## src/rtl/mod_reduce_seq.sv

```systemverilog
// Sequential modular reducer: out_res = in_data mod MOD, Horner over CHUNK-bit digits, MSB digit first.
// Latency: result valid NCH = ceil(IN_W/CHUNK) edges after the accepting edge.
// Backpressure: one operand in flight; in_ready only in IDLE, result held in DONE until out_ready.
module mod_reduce_seq #(
    parameter int MOD   = 2011,
    parameter int MW    = 11,
    parameter int IN_W  = 64,
    parameter int CHUNK = 6
) (
    input  logic            clk,
    input  logic            rst,
    input  logic            in_valid,
    output logic            in_ready,
    input  logic [IN_W-1:0] in_data,
    output logic            out_valid,
    input  logic            out_ready,
    output logic [MW-1:0]   out_res,
    output logic            busy
);

    localparam int NCH = (IN_W + CHUNK - 1) / CHUNK;
    localparam int SW  = NCH * CHUNK;
    localparam int CW  = (NCH > 1) ? $clog2(NCH) : 1;
    localparam int AW  = MW + CHUNK;
    localparam logic [AW-1:0] MOD_A    = AW'(MOD);
    localparam logic [CW-1:0] LAST_CNT = CW'(NCH - 1);

    // A modulus outside [2, 2^MW) cannot be represented by the residue width.
    if (MOD >= (2 ** MW) || MOD < 2) begin : g_bad_mod
        $error("mod_reduce_seq: MOD must satisfy 2 <= MOD < 2**MW");
    end

    typedef enum logic [1:0] {
        IDLE = 2'd0,
        BUSY = 2'd1,
        DONE = 2'd2
    } state_t;

    state_t            state, state_nxt;
    logic [SW-1:0]     sh;
    logic [MW-1:0]     r;
    logic [CW-1:0]     cnt;
    logic              load, step;
    logic [CHUNK-1:0]  digit;
    logic [AW-1:0]     acc;
    logic [MW-1:0]     r_nxt;

    // One Horner step: shift the residue up a digit, add the next digit, reduce.
    // acc < MOD * 2^CHUNK, so a single combinational reduction keeps r < MOD.
    always_comb begin
        digit = sh[SW-1 -: CHUNK];
        acc   = {r, digit};
        r_nxt = MW'(acc % MOD_A);
    end

    // State register.
    always_ff @(posedge clk) begin
        if (rst) state <= IDLE;
        else     state <= state_nxt;
    end

    // Next-state decode and handshake outputs.
    always_comb begin
        state_nxt = state;
        in_ready  = 1'b0;
        out_valid = 1'b0;
        busy      = 1'b0;
        load      = 1'b0;
        step      = 1'b0;
        case (state)
            IDLE: begin
                in_ready = 1'b1;
                if (in_valid) begin
                    load      = 1'b1;
                    state_nxt = BUSY;
                end
            end
            BUSY: begin
                busy = 1'b1;
                step = 1'b1;
                if (cnt == '0) state_nxt = DONE;
            end
            DONE: begin
                out_valid = 1'b1;
                if (out_ready) state_nxt = IDLE;
            end
            default: state_nxt = IDLE;
        endcase
    end

    // Operand shift register, running residue, digit counter and result register.
    always_ff @(posedge clk) begin
        if (rst) begin
            sh      <= '0;
            r       <= '0;
            cnt     <= '0;
            out_res <= '0;
        end else if (load) begin
            sh  <= SW'(in_data);
            r   <= '0;
            cnt <= LAST_CNT;
        end else if (step) begin
            sh  <= sh << CHUNK;
            r   <= r_nxt;
            cnt <= cnt - 1'b1;
            if (cnt == '0) out_res <= r_nxt;
        end
    end

endmodule
```

## config.mk

```make
export PLATFORM = sky130hd
export DESIGN_NAME = mod_reduce_seq
export DESIGN_NICKNAME = d
export VERILOG_FILES = /design/src/rtl/mod_reduce_seq.sv
export SDC_FILE = /design/constraint.sdc
export NUM_CORES = 1
export LEC_CHECK = 0
export CAP_MARGIN = 20
export CORE_ASPECT_RATIO = 0.7
export CORE_MARGIN = 3
export CORE_UTILIZATION = 58
export DETAILED_ROUTE_END_ITERATION = 6
export PLACE_DENSITY = 0.78
export SLEW_MARGIN = 10
export SYNTH_ARGS = -nofsm -noshare
export SYNTH_HDL_FRONTEND = slang
export SYNTH_SLANG_ARGS = --single-unit
```

## constraint.sdc

```tcl
create_clock -name clk -period 9.1 [get_ports clk]
set_input_delay 1.82 -clock clk [delete_from_list [all_inputs] [get_ports clk]]
set_output_delay 1.82 -clock clk [all_outputs]
set_load 0.02 [all_outputs]
```

==> run summary, run 1 <==
status: completed
Inserted Clock Buffers: 9
drt total wl: 22.31 mm
worst hold-check path type: flop to flop
Post-CTS Repair Setup Buffers: 0
row cnt: 33
Max Freq: 123.4 MHz
Top cell by count, worst path: a21oi_2
Tool Warnings: 26
cell count after synthesis: 908
Hold Violations, Final: 0
sw frac: 0.3423
Lkg Pwr: 2.727 nW
Unique cell types: 110
Seq share, synth: 0.2661
Worst Tran Pin Value: 0.9424 ns
I/O pin count: 82
largest net degree at the start of global routing: 79
Pins Over Slew Limit: 0
Layout area overhead: 15.54%
relative slew slack: 0.3669
Sw Pwr: 389.1 uW
DRC violations left: 0
RSZ-0062 raised after global routing: no
Top Layout Cells: 122 x nand2_1, 113 x a21oi_1, 94 x dfxtp_1
sequential fraction of design power: 0.421
Critical Path End Type: flop
clk slew on worst S/H paths: 0.07 ns
fin area: 8169 um^2
worst-case clock buffer depth: 2
drt pass-1 iters: 5
count of library flops with an enable pin: 0
most used logic cell in the final layout: nand2_1
core area: 11810 um^2
WP buf/inv: 0
Post-Syn Nets: 979
initial antenna violation count: 0
Final Instance Count excl. Fillers: 1112
syn_area_per_cell: 7.787 um^2
Max-cap violations: 0
Root Buffer: clkbuf_16
CP arrival: 8.39 ns
post-cts hold-fix buffer tally: 0
All-Layer GR Usage: 0.3205
CP Launch Type: flop
Clock Latency Late Sink: 0.34 ns
GRT overflow: 0
I/O Buffers: 81
Internal Dissipation: 747.4 uW
Flops after synth: 94
CTS sink count: 94
Resized Gates After CTS: 0
setup TNS: 0 ns
VDD IR max: 0.1169 mV
die height: 98.38 um
Antenna Violating Nets Remaining: 0
fp util: 0.5987
HPWL after DPL: 16.55 mm
worst endpoint required time: 9.38 ns
synth warn: 0
Clk network pwr share: 0.327
ant diodes: 0
Most used DFF post-synth: dfxtp_1
Max FO, Critical Path: 10
Core Util, Final: 0.6918
layout cells sized above 1: 0.1120
slowest stage delay, CP: 0.74 ns
cycle use final: 0.8908
CTS tree: yes
instance area at placement: 7873 um^2
# setup viols final: 0
Power Density: 139.1 nW/um^2
die x size: 138.0 um
Worst Skew: 0.009128 ns
H-tree depth: 3
Cells after DPL: 1095
DR iter-0 viols: 740
routed via count: 7582
Die Footprint: 13570 um^2
CP top delay family: AND-OR/OR-AND gates
Worst path slowest cell: mux2i_1
nets: 1021
first-pass GRT wire length: 35.16 mm
vias in the first global route: 6780
[run 1: per-layer routing]
metal | vias up | wire, um | global-route usage
met3 | 27 | 2534 | 0.09114
met4 | 2 | 184 | 0.05315
met1 | 3575 | 10420 | 0.5006
li1 | 3552 | - | -
met5 | - | 46 | 0.02593
met2 | 426 | 9133 | 0.4367
[run 1: final cells by class]
class                   count  area [um^2]
flip-flops and latches     94         1882
inverters                  11        41.29
multi-input cells         745         4895
fillers                   964         3640
clock buffers              10        229.0
clock inverters             6        62.56
well taps                 157        196.4
repair buffers             89        863.3
[run 1: Yosys cell counts, types with 4 or more instances]
library cell,n,area share
nand2_1,122,0.065
a21oi_1,113,0.080
dfxtp_1,94,0.27
a22oi_1,60,0.064
nor2_1,56,0.030
o21ai_0,33,0.023
clkbuf_1,32,0.017
nand3_1,26,0.018
nor3_1,20,0.014
xnor2_1,20,0.025
and2_1,15,0.013
a211oi_1,12,0.013
o211ai_1,12,0.013
a31oi_1,11,0.0097
and3_1,11,0.0097
buf_2,11,0.0078
inv_1,11,0.0058
or3_1,11,0.0097
buf_1,10,0.0053
o31ai_1,10,0.011
nand4_1,9,0.0080
nor4_1,9,0.0080
a21o_1,7,0.0074
a21oi_2,7,0.0087
xor2_1,7,0.0087
mux2i_1,6,0.0085
nor2b_1,6,0.0053
a32oi_1,5,0.0062
a41oi_1,5,0.0062
nand2b_1,5,0.0044
o211a_1,5,0.0071
o21a_1,5,0.0053
or2_2,5,0.0044
a311oi_1,4,0.0050
mux2_2,4,0.0064
nor2_2,4,0.0035
nor3b_1,4,0.0042
o211ai_2,4,0.0071
o21ai_2,4,0.0050
o221ai_1,4,0.0050
o22ai_1,4,0.0035
[run 1: sequential cells by signal, indices dropped and copies added, names as in the netlist]
register	count
cnt	4
out_res	11
r	11
sh	66
state	2
[run 1: power groups by stage]
stage	combinational (mW)	clock, mW	sequential, mW
3_5_place_dp	0.279	0	0.486
5_1_grt	0.311	0.394	0.482
3_3_place_gp	0.272	0	0.484
4_1_cts	0.280	0.378	0.477
2_1_floorplan	0.191	0	0.476
6_report	0.286	0.372	0.478
[run 1: metrics by stage]
stage                     hold WS [ns]  total power [mW]  setup slack, ns
final                           0.4553             1.137           0.9936
after floorplan                 0.4267            0.6669            2.420
after CTS                       0.4564             1.135            1.274
after detailed placement        0.4467            0.7645            1.351
after global placement          0.4387            0.7555            1.487
after global routing            0.4713             1.187           0.4765
[run 1: logic make-up (layout without fill, tap and decap cells)]
family                     after synthesis  count (layout)  share of synthesized area
xor gates and xnor gates                28              28                    0.03575
AOI/OAI and AO/OA                      371             371                     0.3911
adders and majority gates                3               3                   0.005309
muxes                                   13              13                    0.02106
DFF                                     94              94                     0.2661
and+or+nand+nor                        330             330                     0.2378
buffers and inverters                   69             116                    0.04282
[run 1: final timing paths]
check,start,to,slack [ns],cells after the start
min reg2reg,sh[59],sh[59],0.46,2
min,sh[59],sh[59],0.46,2
max,r[4],out_res[0],0.99,25
max reg2reg,r[4],out_res[0],0.99,25
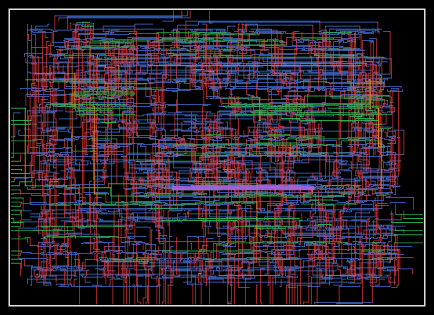
Run 1: signal wires by layer
(3 px per um)
layer	color	wire length
metal 2	red	9130 um
metal 1	blue	10400 um
metal 5	purple	46.0 um
metal 3	green	2530 um
metal 4	orange	185 um

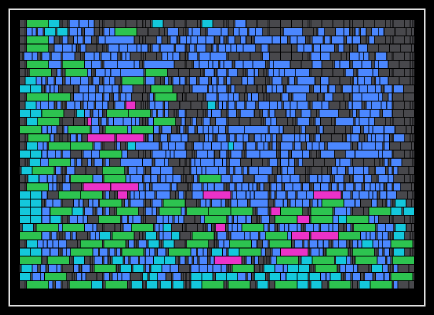
Run 1: cells colored by class
(3 px per um) Fill, decap, tap and diode cells in gray.
class	color	cells
combinational and other logic	blue	756
clock drivers and dummy loads	magenta	16
other buffers and delay cells	cyan	89
flops	green	94

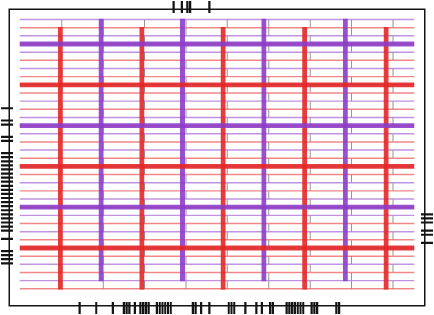
Run 1: floorplan with the power grid
(3 px per um) Pins as bars on the die edge. Tap cells in gray.
net	color
VDD	purple
VSS	red
met4 straps	9
met1 rails	34
rows	33

Run 1, track usage over the die:
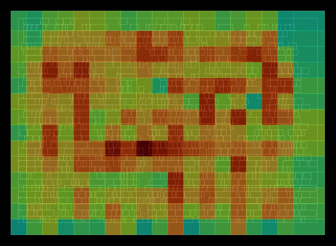

==> run 2: changes to the inputs <==
--- a/config.mk
+++ b/config.mk
@@ -8,9 +8,11 @@
 export CAP_MARGIN = 20
 export CORE_ASPECT_RATIO = 0.7
 export CORE_MARGIN = 3
-export CORE_UTILIZATION = 58
+export CORE_UTILIZATION = 59
+export CTS_BUF_LIST = sky130_fd_sc_hd__clkbuf_8
 export DETAILED_ROUTE_END_ITERATION = 6
-export PLACE_DENSITY = 0.78
+export PLACE_DENSITY = 0.79
+export SKIP_LAST_GASP = 1
 export SLEW_MARGIN = 10
 export SYNTH_ARGS = -nofsm -noshare
 export SYNTH_HDL_FRONTEND = slang
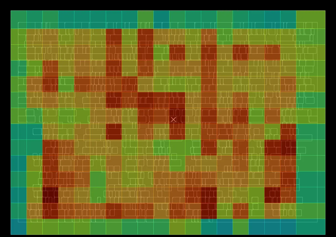
Run 2: track usage over the die
met2 Use GR: 0.4868
met1 usage: 0.4640

==> run summary, run 2 <==
RSZ-0062 raised after global routing: no
top-count cell post-synth: nand2_1
Max Freq: 125.2 MHz (+1.5%)
synth warn: 0 (unchanged)
setup TNS: 0 ns (unchanged)
top post-synthesis cells by count: 122 x nand2_1, 113 x a21oi_1, 94 x dfxtp_1, 60 x a22oi_1, 56 x nor2_1
hold path cells: 1 (-1)
# setup viols final: 0 (unchanged)
syn_area_per_cell: 7.787 um^2 (unchanged)
cycle use final: 0.8774 (-0.01339)
CP Launch Type: flop
Unique cell types: 110 (unchanged)
Hold Violations, Final: 0 (unchanged)
Worst Skew: 0.009785 ns (+0.0006563 ns)
DR iter-0 viols: 931 (+26%)
CTS tree: yes
Die Footprint: 13350 um^2 (-1.6%)
nets: 1017 (-0.39%)
Layout area overhead: 14.03%
Post-CTS Repair Setup Buffers: 0 (unchanged)
relative slew slack: 0.3836 (+0.01672)
cell count after synthesis: 908 (unchanged)
largest registers in the final layout: sh: 66 flops, out_res: 11 flops, r: 11 flops
reg2reg path depth: 24 (-4.0%)
Worst Tran Pin Value: 0.9175 ns (-0.02489 ns)
Lkg Pwr: 2.672 nW (-2.0%)
Root Buffer: clkbuf_8
drt pass-1 iters: 7 (+2)
failing checks: design-rule violations
Worst R2R Setup Slack: 1.12 ns (+0.12 ns)
drt total wl: 21.89 mm (-1.9%)
Reg2Reg Launch Point: r[10]
Most used DFF post-synth: dfxtp_1
Top Layout Cells: 122 x nand2_1, 113 x a21oi_1, 94 x dfxtp_1
number of fill cells: 895 (-7.2%)
die height: 97.59 um (-0.80%)
largest register by flop count: sh
Max-cap violations: 0 (unchanged)
Yosys top cell by area: dfxtp_1
All-Layer GR Usage: 0.3235 (+0.003063)
fp util: 0.6240 (+0.02526)
largest net degree at the start of global routing: 84 (+6.3%)
Pins Over Slew Limit: 0 (unchanged)
GRT overflow: 0 (unchanged)
most used logic cell in the final layout: nand2_1
Resized Gates After CTS: 0 (unchanged)
DRC violations left: 6 (+6)
CTS sink count: 94 (unchanged)
routed via count: 7666 (+1.1%)
vias in the first global route: 7293 (+7.6%)
post-synth top area share: 0.2661 (unchanged)
worst endpoint required time: 9.35 ns (-0.03 ns)
Synth area leaders: dfxtp_1 27%, a21oi_1 8.0%, nand2_1 6.5%, a22oi_1 6.4%, nor2_1 3.0%
Antenna Violating Nets Remaining: 0 (unchanged)
Post-Syn Nets: 979 (unchanged)
Max FO, Critical Path: 10 (unchanged)
ant diodes: 0 (unchanged)
layout cells sized above 1: 0.1084 (-0.003621)
worst hold-check path type: flop to flop
Flops after synth: 94 (unchanged)
status: finished with violations
core area: 11330 um^2 (-4.0%)
Power Density: 131.8 nW/um^2 (-5.3%)
number of flip-flops in the largest register: 66 (unchanged)
initial antenna violation count: 0 (unchanged)
I/O Buffers: 81 (unchanged)
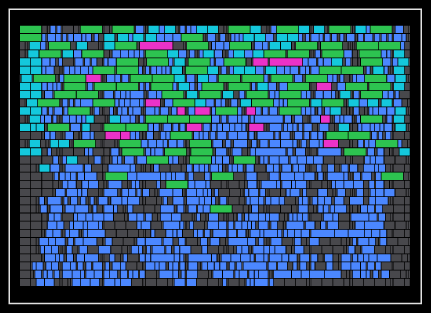
Run 2: cells colored by class
(3 px per um) Fill, decap, tap and diode cells in gray.
class	color	cells
clock drivers and dummy loads	magenta	15
flops	green	94
combinational and other logic	blue	756
other buffers and delay cells	cyan	85
Core Util, Final: 0.7116
row cnt: 32
Seq area share: 0.2334
fin area: 8063 um^2

-- run 2: netlist changes by cell type in the layout (fill, tap and decap cells not counted) --
cell        before  now
clkbuf_1         1    0
clkbuf_16        9    0
bufinv_16        0    2
inv_6            3    2
buf_4            7    4
clkbuf_8         0    9
clkinv_8         1    0
clkinvlp_4       0    1
inv_8            1    0
clkbuf_2         1    0
-- run 2: worst max-delay path by stage --
| stage | startpoint | end | slack, ns | cells past startpoint |
|---|---|---|---|---|
| after floorplan | r[2] | out_res[0] | 2.42 | 28 |
| after CTS | r[10] | r[0] | 1.32 | 24 |
| after detailed placement | r[10] | out_res[0] | 1.39 | 24 |
| after global placement | r[1] | out_res[0] | 1.57 | 24 |
| after global routing | r[10] | r[0] | 0.57 | 23 |
| final | r[10] | r[0] | 1.12 | 24 |
-- run 2: cell type report --
class                      count  area (um^2)  share of cell area
timing repair buffer          85        835.8              0.1037
clock buffer                   9        123.9             0.01536
sequential                    94         1882              0.2334
inverter                      11        41.29            0.005121
multi-input combinational    745         4895              0.6071
tap                          153        191.4             0.02374
clock inverter                 6        93.84             0.01164
-- run 2: metal layers --
metal / up-vias / global-route usage / wire length, um
li1: 3549 / - / -
met2: 432 / 0.4868 / 9619
met3: 51 / 0.07919 / 2283
met1: 3634 / 0.4640 / 9629
met4: 0 / 0.07899 / 357
met5: - / 0 / 0
-- run 2: critical path: stages, from the launching register on --
cell and delay, ns:
dfxtp_1 0.55, nand2_1 0.25, nor3_1 0.39, a211o_1 0.24, o211a_1 0.33, a21oi_2 0.20
xnor2_1 0.61, nor2_1 0.21, o21a_1 0.30, o31ai_4 0.42, and4_1 0.32, or2_0 0.49
a31oi_2 0.17, a32o_1 0.33, or2_2 0.38, a21oi_2 0.28, nor2_1 0.16, xor2_1 0.37
ha_1 0.33, a21oi_1 0.09, a311oi_2 0.39, o2111ai_4 0.23, and2_4 0.29, or4_1 0.43
o311ai_1 0.11
-- run 2: report_power, final --
part | total [mW] | internal [mW] | switching, mW
Combinational | 0.279 | 0.105 | 0.174
Sequential | 0.481 | 0.447 | 0.0335
Clock | 0.303 | 0.156 | 0.148
Total | 1.06 | 0.708 | 0.355
-- run 2: cell families (layout without fill, tap and decap cells) --
group,after synthesis,in the layout,share of synthesized area
muxes,13,13,0.02106
AOI/OAI and AO/OA,371,371,0.3911
adders and majority gates,3,3,0.005309
buffers and inverters,69,111,0.04282
xor gates and xnor gates,28,28,0.03575
DFF,94,94,0.2661
and+or+nand+nor,330,330,0.2378
-- run 2: metrics by stage --
stage | instance area, um^2 | worst slack [ns] | utilization | instances
2_1_floorplan | 7071 | 2.420 | - | 908
3_3_place_gp | 7845 | 1.569 | 0.6924 | 1088
3_5_place_dp | 7845 | 1.392 | 0.6924 | 1088
4_1_cts | 8063 | 1.320 | 0.7116 | 1103
5_1_grt | 8063 | 0.5722 | 0.7116 | 1103
6_report | 8063 | 1.115 | 0.7116 | 1103
No activity file was given, so power comes from the tool's default toggle rates.
